## src/rtl/btn_pkg.sv

```systemverilog
// rtl/btn_pkg.sv - shared state enum, default timing constants and width helper for the button conditioner
package btn_pkg;

  typedef enum logic [1:0] {
    IDLE,
    PRESS_WAIT,
    HELD,
    RELEASE_WAIT
  } btn_state_e;

  localparam int DEFAULT_DEBOUNCE_CYCLES = 1_000_000;
  localparam int DEFAULT_REPEAT_CYCLES   = 50_000_000;

  // One counter width serves both the debounce and repeat timers.
  function automatic int cnt_width(input int a, input int b);
    return $clog2((a > b) ? a : b);
  endfunction

endpackage

```

## src/rtl/sync_2ff.sv

```systemverilog
// rtl/sync_2ff.sv - two-flop synchroniser with synchronous active-high reset
module sync_2ff #(
  parameter int WIDTH = 1
) (
  input  logic             clk,
  input  logic             reset,
  input  logic [WIDTH-1:0] d,
  output logic [WIDTH-1:0] q
);

  logic [WIDTH-1:0] ff1_q;
  logic [WIDTH-1:0] ff2_q;

  // Two back-to-back flops give metastability a full cycle to resolve.
  always_ff @(posedge clk) begin
    if (reset) begin
      ff1_q <= '0;
      ff2_q <= '0;
    end else begin
      ff1_q <= d;
      ff2_q <= ff1_q;
    end
  end

  assign q = ff2_q;

endmodule

```

## src/rtl/btn_load_conditioner.sv

```systemverilog
// rtl/btn_load_conditioner.sv - debounced button level and one-cycle load strobe; BTN_AUTOREPEAT_EN adds auto-repeat
module btn_load_conditioner
  import btn_pkg::*;
#(
  parameter int DEBOUNCE_CYCLES = DEFAULT_DEBOUNCE_CYCLES,
  parameter int REPEAT_CYCLES   = DEFAULT_REPEAT_CYCLES
) (
  input  logic clk,
  input  logic reset,
  input  logic btn_in,
  output logic a_pulse,
  output logic btn_level
);

  localparam int            CW       = cnt_width(DEBOUNCE_CYCLES, REPEAT_CYCLES);
  localparam logic [CW-1:0] DEB_LAST = CW'(DEBOUNCE_CYCLES - 1);
`ifdef BTN_AUTOREPEAT_EN
  localparam logic [CW-1:0] REP_LAST = CW'(REPEAT_CYCLES - 1);
`endif

  logic       sync;
  btn_state_e state_q, state_d;
  logic [CW-1:0] cnt_q, cnt_d;
  logic       a_pulse_q, a_pulse_d;
  logic       btn_level_q, btn_level_d;
`ifdef BTN_AUTOREPEAT_EN
  logic [CW-1:0] rep_cnt_q, rep_cnt_d;
`endif

  sync_2ff #(.WIDTH(1)) u_sync (
    .clk   (clk),
    .reset (reset),
    .d     (btn_in),
    .q     (sync)
  );

  // Debounce FSM next-state: a press or release is accepted only after
  // DEBOUNCE_CYCLES stable samples; the strobe is raised only on acceptance.
  always_comb begin
    state_d     = state_q;
    cnt_d       = cnt_q;
    a_pulse_d   = 1'b0;
    btn_level_d = btn_level_q;
`ifdef BTN_AUTOREPEAT_EN
    rep_cnt_d   = '0;
`endif
    case (state_q)
      IDLE: begin
        if (sync) begin
          state_d = PRESS_WAIT;
          cnt_d   = '0;
        end
      end
      PRESS_WAIT: begin
        if (!sync) begin
          state_d = IDLE;
          cnt_d   = '0;
        end else if (cnt_q == DEB_LAST) begin
          state_d     = HELD;
          cnt_d       = '0;
          a_pulse_d   = 1'b1;
          btn_level_d = 1'b1;
        end else begin
          cnt_d = cnt_q + 1'b1;
        end
      end
      HELD: begin
        if (!sync) begin
          state_d = RELEASE_WAIT;
          cnt_d   = '0;
        end
`ifdef BTN_AUTOREPEAT_EN
        else if (rep_cnt_q == REP_LAST) begin
          a_pulse_d = 1'b1;
          rep_cnt_d = '0;
        end else begin
          rep_cnt_d = rep_cnt_q + 1'b1;
        end
`endif
      end
      RELEASE_WAIT: begin
        if (sync) begin
          state_d = HELD;
          cnt_d   = '0;
        end else if (cnt_q == DEB_LAST) begin
          state_d     = IDLE;
          cnt_d       = '0;
          btn_level_d = 1'b0;
        end else begin
          cnt_d = cnt_q + 1'b1;
        end
      end
      default: begin
        state_d = IDLE;
        cnt_d   = '0;
      end
    endcase
  end

  // State, counters and registered outputs; reset wins over everything.
  always_ff @(posedge clk) begin
    if (reset) begin
      state_q     <= IDLE;
      cnt_q       <= '0;
      a_pulse_q   <= 1'b0;
      btn_level_q <= 1'b0;
`ifdef BTN_AUTOREPEAT_EN
      rep_cnt_q   <= '0;
`endif
    end else begin
      state_q     <= state_d;
      cnt_q       <= cnt_d;
      a_pulse_q   <= a_pulse_d;
      btn_level_q <= btn_level_d;
`ifdef BTN_AUTOREPEAT_EN
      rep_cnt_q   <= rep_cnt_d;
`endif
    end
  end

  assign a_pulse   = a_pulse_q;
  assign btn_level = btn_level_q;

endmodule
```

## config.mk

```make
export PLATFORM = sky130hd
export DESIGN_NAME = btn_load_conditioner
export DESIGN_NICKNAME = d
export VERILOG_FILES = /design/src/rtl/btn_pkg.sv /design/src/rtl/sync_2ff.sv /design/src/rtl/btn_load_conditioner.sv
export SDC_FILE = /design/constraint.sdc
export NUM_CORES = 1
export LEC_CHECK = 0
export ABC_AREA = 1
export CORE_ASPECT_RATIO = 0.75
export CORE_UTILIZATION = 61
export CTS_CLUSTER_SIZE = 10
export DETAILED_ROUTE_END_ITERATION = 16
export PLACE_DENSITY = 0.78
export REMOVE_ABC_BUFFERS = 1
export SYNTH_ARGS = -nofsm -noshare
export SYNTH_HDL_FRONTEND = slang
export SYNTH_SLANG_ARGS = --single-unit
```

## constraint.sdc

```tcl
create_clock -name clk -period 1.8 [get_ports clk]
set_input_delay 0.27 -clock clk [delete_from_list [all_inputs] [get_ports clk]]
set_output_delay 0.27 -clock clk [all_outputs]
set_load 0.05 [all_outputs]
```

Fig. 1: run 1, floorplan with the power grid
Scale bar: 20 µm. Pins as bars on the die edge. Tap cells in gray.
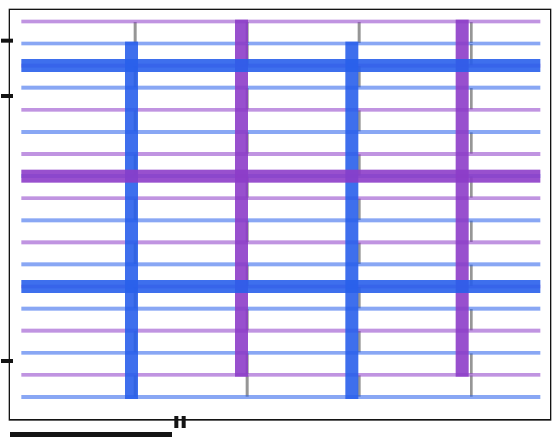
VSS: drawn in blue. VDD: drawn in purple.
38 tap cells. 5 signal pins sit on the boundary.

Fig. 2: run 1, placed cells, one color a class
Scale bar: 20 µm.
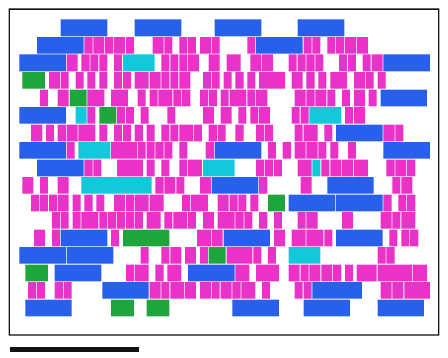
other buffers and delay cells: drawn in green, cells 9, share of their area 4.3%. all other logic: drawn in magenta, cells 269, share of their area 59%. flip-flops: drawn in blue, cells 32, share of their area 31%. clock drivers and dummy loads: drawn in cyan, cells 8, share of their area 5.2%.

Fig. 3: run 1, clock wires, drivers and flops
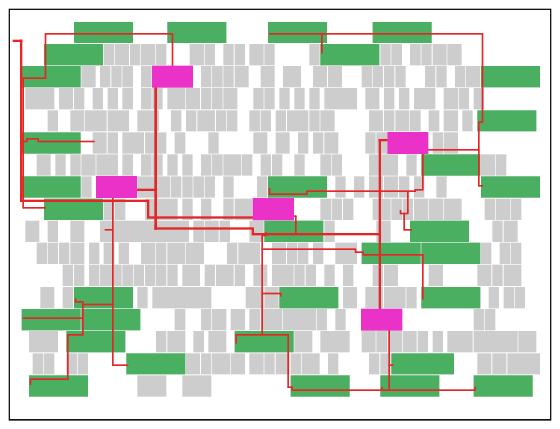
flip-flops: drawn in green, count 32. cells driving clock nets: drawn in magenta, count 5. clock wires: drawn in red, length 431 µm.
There are 6 routed clock nets. Position of the flops: all over the die.

==> Changelog: implementation, run 1 <==
### Implementation results

* Status: finished, final reports clean
* Final Hold Viols at 0
* Placed Cells at 348
* NetSw at 0.4004 mW
* VDD IR max at 0.5896 mV
* DRT Pass-1 Iters at 4
* Post-route insts no fill at 356
* Reg power frac at 46.1%
* CP Buf/Inv Count at 1
* GRT Total Usage at 30.09%
* Final #Nets at 321
* Clock slew at reported path FFs at 60 ps
* Crit-path max FO at 2
* Final WS setup at 120.1 ps
* Largest register by flop count: cnt_q
* Comb power at 0.173 mW
* Tmin final at 1680 ps
* Crit start category: register
* Root Buffer: clkbuf_8
* Area after DPL at 2006 µm²
* Yosys stat area at 1903 µm²
* Met2 wire length at 1815 µm
* FF-to-FF End: cnt_q[19]
* Distinct cells, synth at 29
* Main flop type after synthesis: dfxtp_1
-- run 1: cell families after synthesis --
family / share of synthesized area [%]
xor gates and xnor gates: 0.4603
buffers and inverters: 9.730
adders and majority gates: 0.6574
AOI/OAI and AO/OA: 11.24
DFF: 33.66
and+or+nand+nor: 44.25
-- run 1: per-layer routing --
| metal | up-vias | GRT usage, % |
|---|---|---|
| li1 | 996 | - |
| met1 | 842 | 43.22 |
| met2 | 65 | 42.52 |
| met3 | 10 | 8.409 |
| met4 | 0 | 10.99 |
| met5 | - | 0 |
-- run 1: Yosys cell counts (3+ instances only) --
cell type	n
o21ai_0	12
nor2_4	4
nand4_1	5
dfxtp_1	32
nor3_1	7
nor2_1	41
nand3b_1	4
nand2_1	90
a22oi_1	3
a21oi_1	22
inv_1	36
inv_2	3
nor2_2	4
nand3_1	20
nand2_2	6
==> run 1 -> run 2 <==
--- a/config.mk
+++ b/config.mk
@@ -7,10 +7,11 @@
 export LEC_CHECK = 0
 export ABC_AREA = 1
 export CORE_ASPECT_RATIO = 0.75
-export CORE_UTILIZATION = 61
+export CORE_UTILIZATION = 63
+export CTS_BUF_LIST = sky130_fd_sc_hd__clkbuf_2 sky130_fd_sc_hd__clkbuf_4 sky130_fd_sc_hd__clkbuf_8
 export CTS_CLUSTER_SIZE = 10
 export DETAILED_ROUTE_END_ITERATION = 16
-export PLACE_DENSITY = 0.78
+export PLACE_DENSITY = 0.81
 export REMOVE_ABC_BUFFERS = 1
 export SYNTH_ARGS = -nofsm -noshare
 export SYNTH_HDL_FRONTEND = slang
Fig. 4: run 2, placed cells, one color a class
Scale bar: 20 µm.
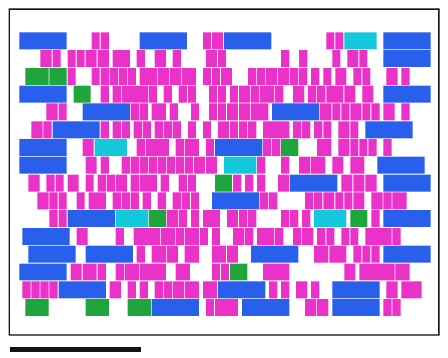
all other logic: drawn in magenta, cells 269, share of their area 61%. other buffers and delay cells: drawn in green, cells 11, share of their area 4.5%. cells driving clock nets: drawn in cyan, cells 5, share of their area 3.4%. flip-flops: drawn in blue, cells 32, share of their area 31%.

==> Changelog: implementation, run 2 <==
### Implementation results

* Status: finished, final reports clean (unchanged)
* Final Hold Viols at 0 (unchanged)
* Main flop type after synthesis: dfxtp_1 (unchanged)
* Clock slew at reported path FFs at 60 ps (about the same)
* Global Route met3 Usage at 8.333% (was 8.409%)
* Crit-path max FO at 7 (was 2)
* Area after DPL at 1998 µm² (was 2006 µm²)
* GR met2 Demand/Resource at 41.24% (was 42.52%)
* DRT Pass-1 Iters at 5 (was 4)
* Top cells by count: 90 x nand2_1, 41 x nor2_1, 36 x inv_1 (unchanged)
* Root Buffer: clkbuf_8 (unchanged)
* Largest register by flop count: cnt_q (unchanged)
* Crit start category: register (unchanged)
* Mean Syn Cell Area at 6.219 µm² (unchanged)
* Distinct cells, synth at 29 (unchanged)
* VDD IR max at 0.5450 mV (was 0.5896 mV)
* Starting DRT DRC Count at 233 (was 167)
* Met2 wire length at 1768 µm (was 1815 µm)
* Max capacitance violation total at 0 (unchanged)
* Yosys stat area at 1903 µm² (unchanged)
* Placed Cells at 347 (was 348)
* Final #Nets at 323 (was 321)
* Static Leak at 0.8125 nW (was 0.8229 nW)
* CTS tree: done (unchanged)
* NetSw at 0.3823 mW (was 0.4004 mW)
* Reg power frac at 52.1% (was 46.1%)
* FF-to-FF End: cnt_q[3] (was cnt_q[19])
* M1 GR Usage at 46.67% (was 43.22%)
* Post-route insts no fill at 353 (was 356)
* Tmin final at 1710 ps (was 1680 ps)
* Final WS setup at 90.47 ps (was 120.1 ps)
Fig. 5: run 2, routing congestion map
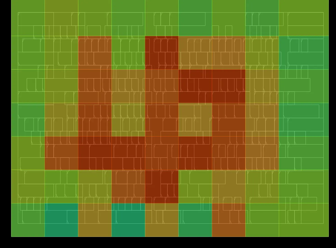
GRT Total Usage: 30.96%
global routing's busiest layer: met1
final core utilization: 76.19%

-- run 2: cell counts after synthesis --
Identical to the previous run, type by type.
-- run 2: critical path, delay by kind of cell, from the launching register on --
family	cells	cell delay, ps
adders and majority gates	1	200
DFF	1	350
and+or+nand+nor	9	1030
-- run 2: cell type report --
cell class | count | area, µm²
flip-flops and latches | 32 | 640.6
repair buffers | 11 | 92.59
fillers | 220 | 653.1
multi-input cells | 229 | 1092
well taps | 36 | 45.04
inverters | 40 | 150.1
clock buffers | 5 | 68.82
-- run 2: cell families after synthesis --
group | share of synthesized area [%]
DFF | 33.66
buffers and inverters | 9.730
xor gates and xnor gates | 0.4603
AOI/OAI and AO/OA | 11.24
and+or+nand+nor | 44.25
adders and majority gates | 0.6574
Power is estimated from default activity; no workload was simulated.
